## src/rtl/shift_reg_pkg.sv

```systemverilog
// Shared types and helpers for the universal shift register: operation and
// state encodings, burst-direction constants and the burst-length clamp.
package shift_reg_pkg;

   typedef enum logic [1:0] {
      MODE_HOLD = 2'b00,
      MODE_SHL  = 2'b01,
      MODE_SHR  = 2'b10,
      MODE_LOAD = 2'b11
   } mode_e;

   typedef enum logic {
      ST_IDLE  = 1'b0,
      ST_SHIFT = 1'b1
   } state_e;

   localparam logic DIR_LEFT  = 1'b0;
   localparam logic DIR_RIGHT = 1'b1;

   // Burst lengths beyond the register width saturate to the width.
   function automatic int unsigned clamp_shift(input int unsigned n,
                                               input int unsigned width);
      return (n > width) ? width : n;
   endfunction

endpackage

```

## src/rtl/shift_reg_next.sv

```systemverilog
// Combinational next-value mux for the register: hold, shift left/right with
// a serial input bit, or parallel load.
module shift_reg_next
   import shift_reg_pkg::*;
#(
   parameter int WIDTH = 8
) (
   input  logic [WIDTH-1:0] q,
   input  logic [WIDTH-1:0] d,
   input  logic             sin,
   input  mode_e            op,
   output logic [WIDTH-1:0] q_next
);

   always_comb begin
      q_next = q;
      case (op)
         MODE_SHL:  q_next = {q[WIDTH-2:0], sin};
         MODE_SHR:  q_next = {sin, q[WIDTH-1:1]};
         MODE_LOAD: q_next = d;
         default:   q_next = q;
      endcase
   end

endmodule

```

## src/rtl/shift_reg_univ.sv

```systemverilog
// Universal register with manual hold/load/shift and an autonomous burst-shift
// engine that performs N shifts and then pulses done for one cycle.
module shift_reg_univ
   import shift_reg_pkg::*;
#(
   parameter int               WIDTH   = 8,
   parameter logic [WIDTH-1:0] RST_VAL = {WIDTH{1'b0}},
   parameter int               CNT_W   = $clog2(WIDTH + 1)
) (
   input  logic             clk,
   input  logic             rst_n,
   input  logic             en,
   input  logic [1:0]       mode,
   input  logic [WIDTH-1:0] d,
   input  logic             sin,
   input  logic             start,
   input  logic [CNT_W-1:0] n_shift,
   input  logic             dir,
   output logic [WIDTH-1:0] q,
   output logic             busy,
   output logic             done
);

   state_e           state, state_nxt;
   logic [CNT_W-1:0] cnt, cnt_nxt;
   logic             dir_r, dir_nxt;
   logic             done_nxt;
   logic [CNT_W-1:0] cnt_clamped;
   mode_e            op;
   logic [WIDTH-1:0] q_next;

   assign cnt_clamped = CNT_W'(clamp_shift(int'(n_shift), WIDTH));

   shift_reg_next #(.WIDTH(WIDTH)) u_next (
      .q      (q),
      .d      (d),
      .sin    (sin),
      .op     (op),
      .q_next (q_next)
   );

   // start outranks a manual operation in IDLE; SHIFT ignores all controls.
   always_comb begin
      state_nxt = state;
      cnt_nxt   = cnt;
      dir_nxt   = dir_r;
      done_nxt  = 1'b0;
      op        = MODE_HOLD;
      case (state)
         ST_IDLE: begin
            if (start) begin
               cnt_nxt = cnt_clamped;
               dir_nxt = dir;
               if (cnt_clamped == '0) done_nxt = 1'b1;
               else                   state_nxt = ST_SHIFT;
            end else if (en) begin
               op = mode_e'(mode);
            end
         end
         ST_SHIFT: begin
            op      = (dir_r == DIR_RIGHT) ? MODE_SHR : MODE_SHL;
            cnt_nxt = cnt - 1'b1;
            if (cnt == CNT_W'(1)) begin
               state_nxt = ST_IDLE;
               done_nxt  = 1'b1;
            end
         end
         default: state_nxt = ST_IDLE;
      endcase
   end

   always_ff @(posedge clk or negedge rst_n) begin
      if (!rst_n) begin
         state <= ST_IDLE;
         cnt   <= '0;
         dir_r <= DIR_LEFT;
         done  <= 1'b0;
         q     <= RST_VAL;
      end else begin
         state <= state_nxt;
         cnt   <= cnt_nxt;
         dir_r <= dir_nxt;
         done  <= done_nxt;
         q     <= q_next;
      end
   end

   assign busy = (state == ST_SHIFT);

endmodule

```

## config.mk

```make
export PLATFORM = sky130hd
export DESIGN_NAME = shift_reg_univ
export DESIGN_NICKNAME = d
export VERILOG_FILES = /design/src/rtl/shift_reg_pkg.sv /design/src/rtl/shift_reg_next.sv /design/src/rtl/shift_reg_univ.sv
export SDC_FILE = /design/constraint.sdc
export NUM_CORES = 1
export LEC_CHECK = 0
export CAP_MARGIN = 10
export CORE_MARGIN = 3
export CORE_UTILIZATION = 45
export CTS_BUF_LIST = sky130_fd_sc_hd__clkbuf_8
export CTS_CLUSTER_SIZE = 20
export DETAILED_ROUTE_END_ITERATION = 10
export PLACE_DENSITY = 0.84
export SETUP_SLACK_MARGIN = 0.1
export SYNTH_ARGS = -nofsm -noshare
export SYNTH_HDL_FRONTEND = slang
export SYNTH_HIERARCHICAL = 1
export SYNTH_SLANG_ARGS = --single-unit
```

## constraint.sdc

```tcl
create_clock -name clk -period 1.9 [get_ports clk]
set_input_delay 0.475 -clock clk [delete_from_list [all_inputs] [get_ports clk]]
set_output_delay 0.475 -clock clk [all_outputs]
set_load 0.01 [all_outputs]
```

Figure 1. Signal metal coverage by tile.
Drawn at 8 px/µm. 10 x 10 tiles, from white (low) to dark blue (high), scaled to the fullest tile. Values are wire area over tile area, all layers added.
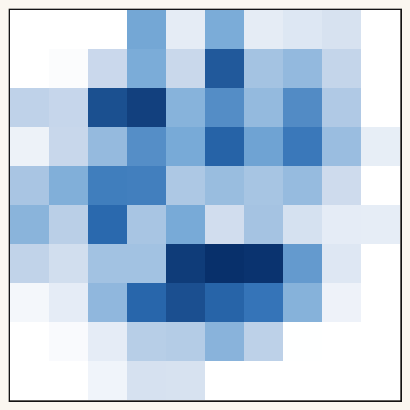
The emptiest ninth of the die: lower right. 22% of the tiles are over half the peak. The fullest tile reaches 0.40. The mean over all tiles is 0.13. The densest ninth of the die: centre.
final wirelength: 1890 µm
GRT Total Usage: 18.5%
Vias: 646
Wirelength per Cell: 15.5 µm

Figure 2. Routing congestion.
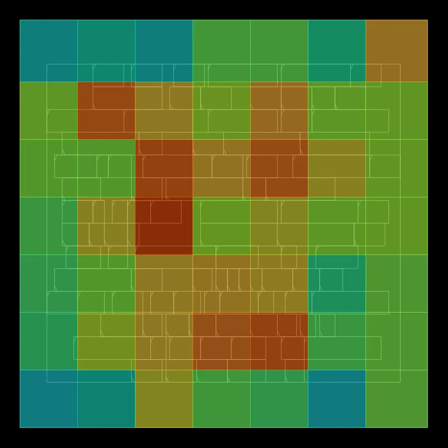
met1 Usage GRT: 22.8%
GRT busiest layer: met2
M3 GR Usage: 7.34%
met2 Resource Use GR: 28.1%

Figure 3. Gate families picked out.
Drawn at 8 px/µm.
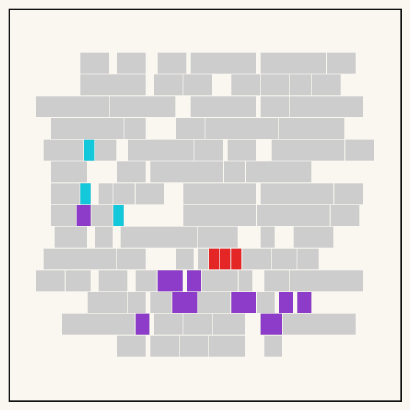
Cyan is nand cells, cells 3. Purple is aoi and oai cells, cells 9, where bottom centre. Red is inv cells, cells 3.

[per-layer routing]
layer / share of wire [%] / GRT usage (%) / vias to the layer above
met4: 3.3 / 9.00 / 0
met2: 49 / 28.1 / 20
met3: 4.9 / 7.34 / 6
met1: 42 / 22.8 / 317
li1: - / - / 303
met5: 0 / 0 / -
[placed cells by master (no fill, tap or decap), types with 3 or more instances in the layout]
cell type	n
clkdlybuf4s50_1	26
inv_1	3
buf_4	8
clkbuf_8	3
nor2b_1	5
a21oi_1	4
mux4_2	8
nand2_1	3
a311oi_1	3
dfrtp_1	14
[kinds of logic after synthesis]
| kind of cell | after synthesis |
|---|---|
| buffers and inverters | 7 |
| AOI/OAI and AO/OA | 10 |
| DFF | 15 |
| xor gates and xnor gates | 2 |
| and+or+nand+nor | 15 |
| muxes | 10 |
| adders and majority gates | 2 |
==> reports/results.ini <==
[yosys]
yosysWarnings = 6
synth_chip_area_um2 = 825
synth.most_common_cell = dfrtp_1
netlist_logic_family_top = multiplexers
edf_count = 0
top_cell_area_share_pct = 45.5
syn_avg_cell_area_um2 = 13.5
async_flop_share_pct = 100
topCellsByArea = dfrtp_1, mux4_2, nor2b_1, a311oi_1, ha_1
largest_area_cell = dfrtp_1
ys_cells = 61
synth_flops = 15
synth_area_um2 = 825
common_cells = dfrtp_1, mux4_2, nor2b_1
syn_inst = 61
fp_nets = 83
ys_sh_mux_pct = 24.4
simple_gate_area_share_pct = 11.5
xor_share_pct = 2.12
ff_type = dfrtp_1
yosys.stat.seqShare_pct = 45.5
ys_sh_aoi_pct = 8.04
synthAdderAreaFrac_pct = 3.03
yosys.cell_types.count = 21

[power_and_ir_drop]
p_sw_mw = 0.684
cellLeakagePower_nw = 0.520
p_int_mw = 1.36
p_seq_mw = 0.656
irDropWorstVdd_mv = 0.960
powerComb_mw = 1.13
total_power_mw = 2.05
p_sw_share_pct = 33.4
sequentialPowerShare_pct = 32.0
power.group.top = combinational logic
pg_clk_mw = 0.264
clockPowerShare_pct = 12.9
p_comb_share_pct = 55.1
powerDensity_nw_per_um2 = 1670

[critical_path]
start_kind = flop
worst-path-stages = 1
path_class = flop to output port
r2r_start = busy
worstSetupStartpoint = busy
r2r_end = q[3]
crit_fanout = 7
crit_family = buffers and inverters
crit_required_ps = 1420
cp_num_buf_inv = 1
slowest_delay_ps = 570
critPathCaptureType = output port
crit_arrival_ps = 1250
rr_worst_depth = 3
crit_chain = clkdlybuf4s50_1
crit_end = busy
critPathSlowestCell = clkdlybuf4s50_1
reg2reg_slack_ps = 390

[cells_and_area]
n_antenna_cell = 0
utilization_pct = 76.2
nMultiInputCombCells = 39
drive_gt1_share_pct = 25.5
syn_to_final_growth_pct = 48.9
top_regs = q x8, cnt x4
clockBufferCount = 3
fill_cells = 111
n_all_buffers = 37
instances_no_fill = 122
nonClockInverterCount = 3
layout.nonclk_buf_share_pct = 28.5
comb_share_pct = 33.6
biggestCellCategory = multi-input combinational cells
final_nets = 121
largest_reg_flops = 8
regMostFlops = q
seqAreaFraction_pct = 30.7
logic_area_um2 = 413
ff_count = 15
regArea_um2 = 377
final-clk-cell-share_pct = 3.77

[cts]
cts.path.max_buffers = 2
root_buffer = clkbuf_8
tritoncts = yes
htreeDepth = 1
cts_buffers = 3
cts_sinks = 15
cts.reportedPaths.clkPinSlew_ps = 70
cts-resized-gates = 5
post_cts_buffers = 1
ctsHoldBuffers = 0
clk_latency_ps = 250

[die]
io_pins = 30
taps = 24
die_w_um = 48.8
rows = 14
chipArea_um2 = 2380
die_h_um = 48.8
core_um2 = 1610
initCoreUtil_pct = 51.2

[grt]
grt_max_degree = 16
grt_pass1_vias = 702
antenna_found_initial = 0
gr-total-overflow = 0
grt_first_pass_wirelength_um = 3280

[drt]
vias_per_cell = 5.30
detail-route-antenna-nets = 0
drc = 0
drtIter0Drc = 9

[placement]
dp_slack_ps = -248
place_area_um2 = 1160
dp_cells = 117
gp_congestion = 0.747
port_buffers = 29
hpwl_um = 1370

[final_timing]
whs_ps = 538
worst_pin_slew_ps = 364
fin_crit_sh_pct = 90.9
rsz0062_at_grt = false
fin_crit_ps = 1730
max_slew_margin_pct = 75.4
slew_viol_final = 0
setup_ws_ps = 172
setup_tns_ps = 0
timing.fmax_mhz = 579
hold_viol_final = 0
setup_viol = 0

[run]
tool_warnings = 27
maxCapViolCount = 0

[run_status]
status = completed

[hold_path]
min_path_type = input port to async pin

